### Cell classes on the final placement

Bar = 20 um. Fill, decap, tap and diode cells in grey.
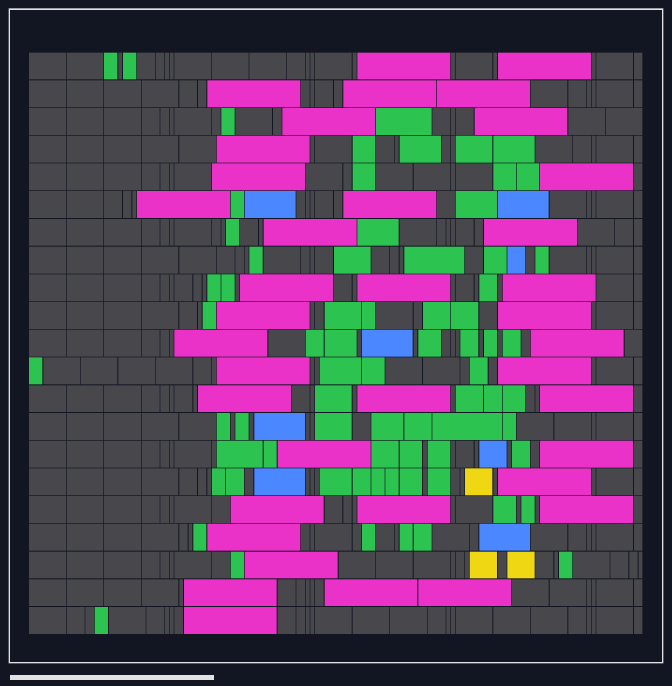
### PDN straps and rails

Pins as bars on the die edge. Tap cells in grey.
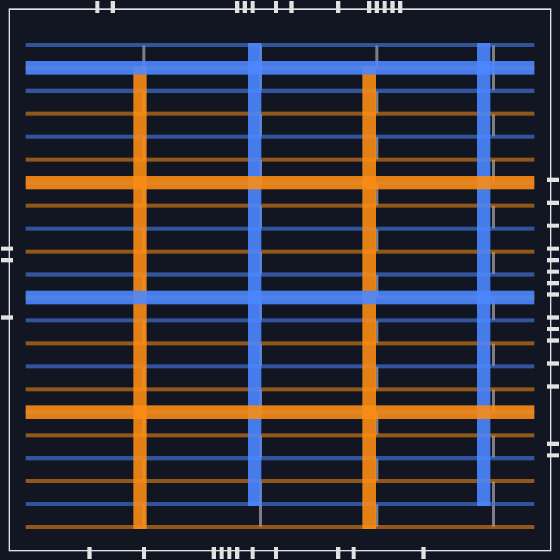
### Clock network drawn from the DEF

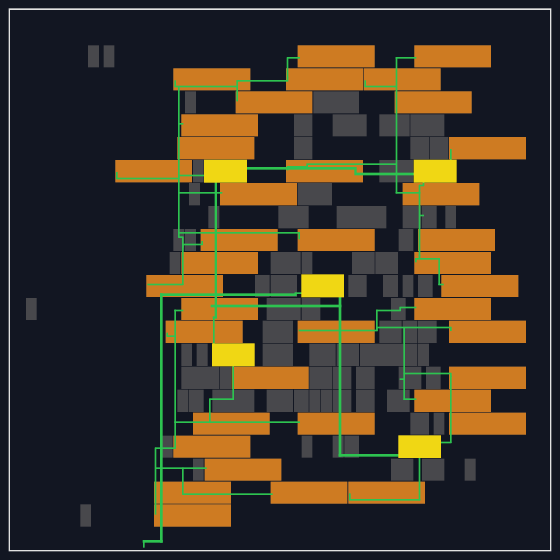
$ cat config.mk
export PLATFORM = sky130hd
export DESIGN_NAME = bitblaster_sequencer_flat
export DESIGN_NICKNAME = d
export VERILOG_FILES = /design/src/rtl/bitblaster_sequencer_if.sv /design/src/rtl/bitblaster_sequencer.sv /design/src/flat_wrapper.sv
export SDC_FILE = /design/constraint.sdc
export NUM_CORES = 1
export LEC_CHECK = 0
export CAP_MARGIN = 10
export CORE_MARGIN = 1.5
export CORE_UTILIZATION = 39
export CTS_BUF_LIST = sky130_fd_sc_hd__clkbuf_4 sky130_fd_sc_hd__clkbuf_8
export CTS_CLUSTER_DIAMETER = 40
export CTS_CLUSTER_SIZE = 14
export DETAILED_ROUTE_END_ITERATION = 8
export DONT_BUFFER_PORTS = 1
export PLACE_DENSITY = 0.65
export SYNTH_ARGS = -nofsm -noshare
export SYNTH_HDL_FRONTEND = slang
export SYNTH_SLANG_ARGS = --single-unit
$ cat constraint.sdc
create_clock -name clk -period 2 [get_ports clk]
set_input_delay 0.5 -clock clk [delete_from_list [all_inputs] [get_ports clk]]
set_output_delay 0.5 -clock clk [all_outputs]
set_load 0.005 [all_outputs]
$ cat src/rtl/bitblaster_sequencer_if.sv
// Control interface between the sequencer and its surroundings: the exec
// request and switch data coming in, handshake and datapath controls going out.
interface bitblaster_sequencer_if #(
  parameter int DATA_W = 10,
  parameter int RA_W   = 2,
  parameter int OPC_W  = 4
);
  logic              exec;
  logic [DATA_W-1:0] inst_in;
  logic              busy;
  logic              done;
  logic              err;
  logic [DATA_W-1:0] imm;
  logic              imm_oe;
  logic [RA_W-1:0]   rin;
  logic [RA_W-1:0]   rout;
  logic              enw;
  logic              enr;
  logic              ain;
  logic              gin;
  logic              gout;
  logic [OPC_W-1:0]  alucont;
  logic              ext;
  logic              irin;

  // Upstream side: button/switch logic and whatever observes the handshake.
  modport master (
    output exec, inst_in,
    input  busy, done, err, imm, imm_oe, rin, rout, enw, enr,
    input  ain, gin, gout, alucont, ext, irin
  );

  // Sequencer side.
  modport slave (
    input  exec, inst_in,
    output busy, done, err, imm, imm_oe, rin, rout, enw, enr,
    output ain, gin, gout, alucont, ext, irin
  );
endinterface

$ cat src/rtl/bitblaster_sequencer.sv
// Instruction register and timestep FSM for the bit-blaster processor.
// Fetches an instruction from the switch bus on exec, then steps through
// FETCH/T1/T2/T3 driving regfile, A, G, ALU and bus-enable controls.
// All controls are registered: the next control word is decoded from the
// next state and next IR value, so outputs change cleanly on the clock edge.
module bitblaster_sequencer #(
  parameter int DATA_W = 10,
  parameter int RA_W   = 2,
  parameter int OPC_W  = 4
) (
  input logic                  clk,
  input logic                  rst,
  bitblaster_sequencer_if.slave ctl
);

  localparam int IMM_W = DATA_W - 2 - RA_W;

  typedef enum logic [2:0] {
    IDLE,
    FETCH,
    T1,
    T2,
    T3
  } state_t;

  typedef struct packed {
    logic              busy;
    logic              done;
    logic              err;
    logic [DATA_W-1:0] imm;
    logic              imm_oe;
    logic [RA_W-1:0]   rin;
    logic [RA_W-1:0]   rout;
    logic              enw;
    logic              enr;
    logic              ain;
    logic              gin;
    logic              gout;
    logic [OPC_W-1:0]  alucont;
    logic              ext;
    logic              irin;
  } ctrl_t;

  state_t            state_q, state_d;
  logic [DATA_W-1:0] ir_q, ir_d;
  ctrl_t             ctrl_q, ctrl_d;

  logic [1:0]        prefix;
  logic [RA_W-1:0]   rx;
  logic [RA_W-1:0]   ry;
  logic [OPC_W-1:0]  op;
  logic [IMM_W-1:0]  immv;
  logic              is_ld, is_cp, is_alu, is_imm, is_ill;

  // IR loads only at the end of FETCH; decode always looks at the value the
  // IR will hold next cycle so T1 controls can be registered from inst_in.
  always_comb begin
    ir_d   = (state_q == FETCH) ? ctl.inst_in : ir_q;
    prefix = ir_d[DATA_W-1 -: 2];
    rx     = ir_d[DATA_W-3 -: RA_W];
    ry     = ir_d[DATA_W-3-RA_W -: RA_W];
    op     = ir_d[OPC_W-1:0];
    immv   = ir_d[IMM_W-1:0];
    is_ld  = (prefix == 2'b00) && (op == OPC_W'(0));
    is_cp  = (prefix == 2'b00) && (op == OPC_W'(1));
    is_alu = (prefix == 2'b00) && (op >= OPC_W'(2)) && (op <= OPC_W'(11));
    is_imm = prefix[1];
    is_ill = !(is_ld || is_cp || is_alu || is_imm);
  end

  // Timestep sequencing; exec is only looked at in IDLE, so requests made
  // while busy are dropped rather than queued.
  always_comb begin
    state_d = state_q;
    case (state_q)
      IDLE:    if (ctl.exec) state_d = FETCH;
      FETCH:   state_d = T1;
      T1:      state_d = (is_alu || is_imm) ? T2 : IDLE;
      T2:      state_d = T3;
      T3:      state_d = IDLE;
      default: state_d = IDLE;
    endcase
  end

  // Control word for the state being entered, built from the next IR value.
  always_comb begin
    ctrl_d      = '0;
    ctrl_d.busy = (state_d != IDLE);
    case (state_d)
      FETCH: begin
        ctrl_d.ext  = 1'b1;
        ctrl_d.irin = 1'b1;
      end
      T1: begin
        if (is_ld) begin
          ctrl_d.ext  = 1'b1;
          ctrl_d.rin  = rx;
          ctrl_d.enr  = 1'b1;
          ctrl_d.done = 1'b1;
        end else if (is_cp) begin
          ctrl_d.rout = ry;
          ctrl_d.enw  = 1'b1;
          ctrl_d.rin  = rx;
          ctrl_d.enr  = 1'b1;
          ctrl_d.done = 1'b1;
        end else if (is_ill) begin
          ctrl_d.err  = 1'b1;
          ctrl_d.done = 1'b1;
        end else begin
          ctrl_d.rout = rx;
          ctrl_d.enw  = 1'b1;
          ctrl_d.ain  = 1'b1;
        end
      end
      T2: begin
        ctrl_d.gin = 1'b1;
        if (is_imm) begin
          ctrl_d.imm_oe  = 1'b1;
          ctrl_d.imm     = {{(DATA_W-IMM_W){1'b0}}, immv};
          ctrl_d.alucont = prefix[0] ? OPC_W'(3) : OPC_W'(2);
        end else begin
          ctrl_d.rout    = ry;
          ctrl_d.enw     = 1'b1;
          ctrl_d.alucont = op;
        end
      end
      T3: begin
        ctrl_d.gout = 1'b1;
        ctrl_d.rin  = rx;
        ctrl_d.enr  = 1'b1;
        ctrl_d.done = 1'b1;
      end
      default: ctrl_d = '0;
    endcase
  end

  // State, IR and control registers; reset aborts any instruction in flight.
  always_ff @(posedge clk or posedge rst) begin
    if (rst) begin
      state_q <= IDLE;
      ir_q    <= '0;
      ctrl_q  <= '0;
    end else begin
      state_q <= state_d;
      ir_q    <= ir_d;
      ctrl_q  <= ctrl_d;
    end
  end

  assign ctl.busy    = ctrl_q.busy;
  assign ctl.done    = ctrl_q.done;
  assign ctl.err     = ctrl_q.err;
  assign ctl.imm     = ctrl_q.imm;
  assign ctl.imm_oe  = ctrl_q.imm_oe;
  assign ctl.rin     = ctrl_q.rin;
  assign ctl.rout    = ctrl_q.rout;
  assign ctl.enw     = ctrl_q.enw;
  assign ctl.enr     = ctrl_q.enr;
  assign ctl.ain     = ctrl_q.ain;
  assign ctl.gin     = ctrl_q.gin;
  assign ctl.gout    = ctrl_q.gout;
  assign ctl.alucont = ctrl_q.alucont;
  assign ctl.ext     = ctrl_q.ext;
  assign ctl.irin    = ctrl_q.irin;

  // The shared bus never sees two drivers, and every working step has one.
  bus_at_most_one_driver: assert property (@(posedge clk) disable iff (rst)
    $onehot0({ctrl_q.ext, ctrl_q.enw, ctrl_q.gout, ctrl_q.imm_oe}));

  bus_one_driver_when_active: assert property (@(posedge clk) disable iff (rst)
    (ctrl_q.busy && !ctrl_q.err) |-> $onehot({ctrl_q.ext, ctrl_q.enw, ctrl_q.gout, ctrl_q.imm_oe}));

endmodule

$ cat src/flat_wrapper.sv
// flat-port wrapper written by rule: the top's interface ports become plain ports
module bitblaster_sequencer_flat 
#(
  parameter int DATA_W = 10,
  parameter int RA_W   = 2,
  parameter int OPC_W  = 4
)
  (clk, rst, ctl_exec, ctl_inst_in, ctl_busy, ctl_done, ctl_err, ctl_imm, ctl_imm_oe, ctl_rin, ctl_rout, ctl_enw, ctl_enr, ctl_ain, ctl_gin, ctl_gout, ctl_alucont, ctl_ext, ctl_irin);
  bitblaster_sequencer_if #(.DATA_W(DATA_W), .RA_W(RA_W), .OPC_W(OPC_W)) ctl_i ();
  input logic clk;
  input logic rst;
  input wire logic [$bits(ctl_i.exec)-1:0] ctl_exec;
  input wire logic [$bits(ctl_i.inst_in)-1:0] ctl_inst_in;
  output wire logic [$bits(ctl_i.busy)-1:0] ctl_busy;
  output wire logic [$bits(ctl_i.done)-1:0] ctl_done;
  output wire logic [$bits(ctl_i.err)-1:0] ctl_err;
  output wire logic [$bits(ctl_i.imm)-1:0] ctl_imm;
  output wire logic [$bits(ctl_i.imm_oe)-1:0] ctl_imm_oe;
  output wire logic [$bits(ctl_i.rin)-1:0] ctl_rin;
  output wire logic [$bits(ctl_i.rout)-1:0] ctl_rout;
  output wire logic [$bits(ctl_i.enw)-1:0] ctl_enw;
  output wire logic [$bits(ctl_i.enr)-1:0] ctl_enr;
  output wire logic [$bits(ctl_i.ain)-1:0] ctl_ain;
  output wire logic [$bits(ctl_i.gin)-1:0] ctl_gin;
  output wire logic [$bits(ctl_i.gout)-1:0] ctl_gout;
  output wire logic [$bits(ctl_i.alucont)-1:0] ctl_alucont;
  output wire logic [$bits(ctl_i.ext)-1:0] ctl_ext;
  output wire logic [$bits(ctl_i.irin)-1:0] ctl_irin;
  assign ctl_i.exec = ctl_exec;
  assign ctl_i.inst_in = ctl_inst_in;
  assign ctl_busy = ctl_i.busy;
  assign ctl_done = ctl_i.done;
  assign ctl_err = ctl_i.err;
  assign ctl_imm = ctl_i.imm;
  assign ctl_imm_oe = ctl_i.imm_oe;
  assign ctl_rin = ctl_i.rin;
  assign ctl_rout = ctl_i.rout;
  assign ctl_enw = ctl_i.enw;
  assign ctl_enr = ctl_i.enr;
  assign ctl_ain = ctl_i.ain;
  assign ctl_gin = ctl_i.gin;
  assign ctl_gout = ctl_i.gout;
  assign ctl_alucont = ctl_i.alucont;
  assign ctl_ext = ctl_i.ext;
  assign ctl_irin = ctl_i.irin;
  bitblaster_sequencer #(.DATA_W(DATA_W), .RA_W(RA_W), .OPC_W(OPC_W)) u_core (.clk(clk), .rst(rst), .ctl(ctl_i));
endmodule
==> results.toml <==
# physical design summary
[pwr]
max-vdd-ir-drop_mv = 0.3911
power-top-group = "registers"
powerSeq_mw = 1.22

[detailed_routing]
via_count = 846
avgViaCountPerCell = 5.066
detail-route-antenna-nets = 0

[outcome]
status = "finished clean"

[synth]
edf_count = 0
yosys-top-cells-count = "dfrtp_1, inv_1, nor2_1, a21oi_1, nor2b_1"

[cts]
cts_buffers = 5
cts_sinks = 38
cts_setup_buffers = 0

[critical_path]
critical_path_class = "register to register"
path_buffers = 1

[sta]
slew_viol_final = 0
fin_ws_ns = 0.3183
finalCritPeriodShare_pct = 84.09
tns_ns = 0
slew-limit-headroom_pct = 64.35

[global_routing]
grt_overflow = 0

[finish]
fin_util_pct = 46.24
fin_nets = 133
final_cell_mix = "dfrtp_1, inv_1, nor2_1, clkbuf_8"
flop_area_um2 = 950.9
bufAreaShareNonClock_pct = 1.415

[worst_hold_path]
hp-class = "primary input to asynchronous set/reset pin"

[job]
warning_count = 26

[floorplanning]
die_x_um = 63.98
About 'Cell classes on the final placement':
class	colour	cells	share of their area
clock drivers and dummy loads	blue	8	6.2%
all other logic	green	72	30%
other buffers and delay cells	yellow	3	1.5%
flip-flops	magenta	38	62%

About 'PDN straps and rails':
net	colour
VSS	orange
VDD	blue
rows	21
met4 straps	4
met5 straps	4
tap cells	46
met1 rails	22

About 'Clock network drawn from the DEF':
[cells driving clock nets] yellow | count: 5
[clock wires] green | length: 436 um
[flip-flops] orange | count: 38
routed clock nets	6

Power is estimated from default activity; no workload was simulated.
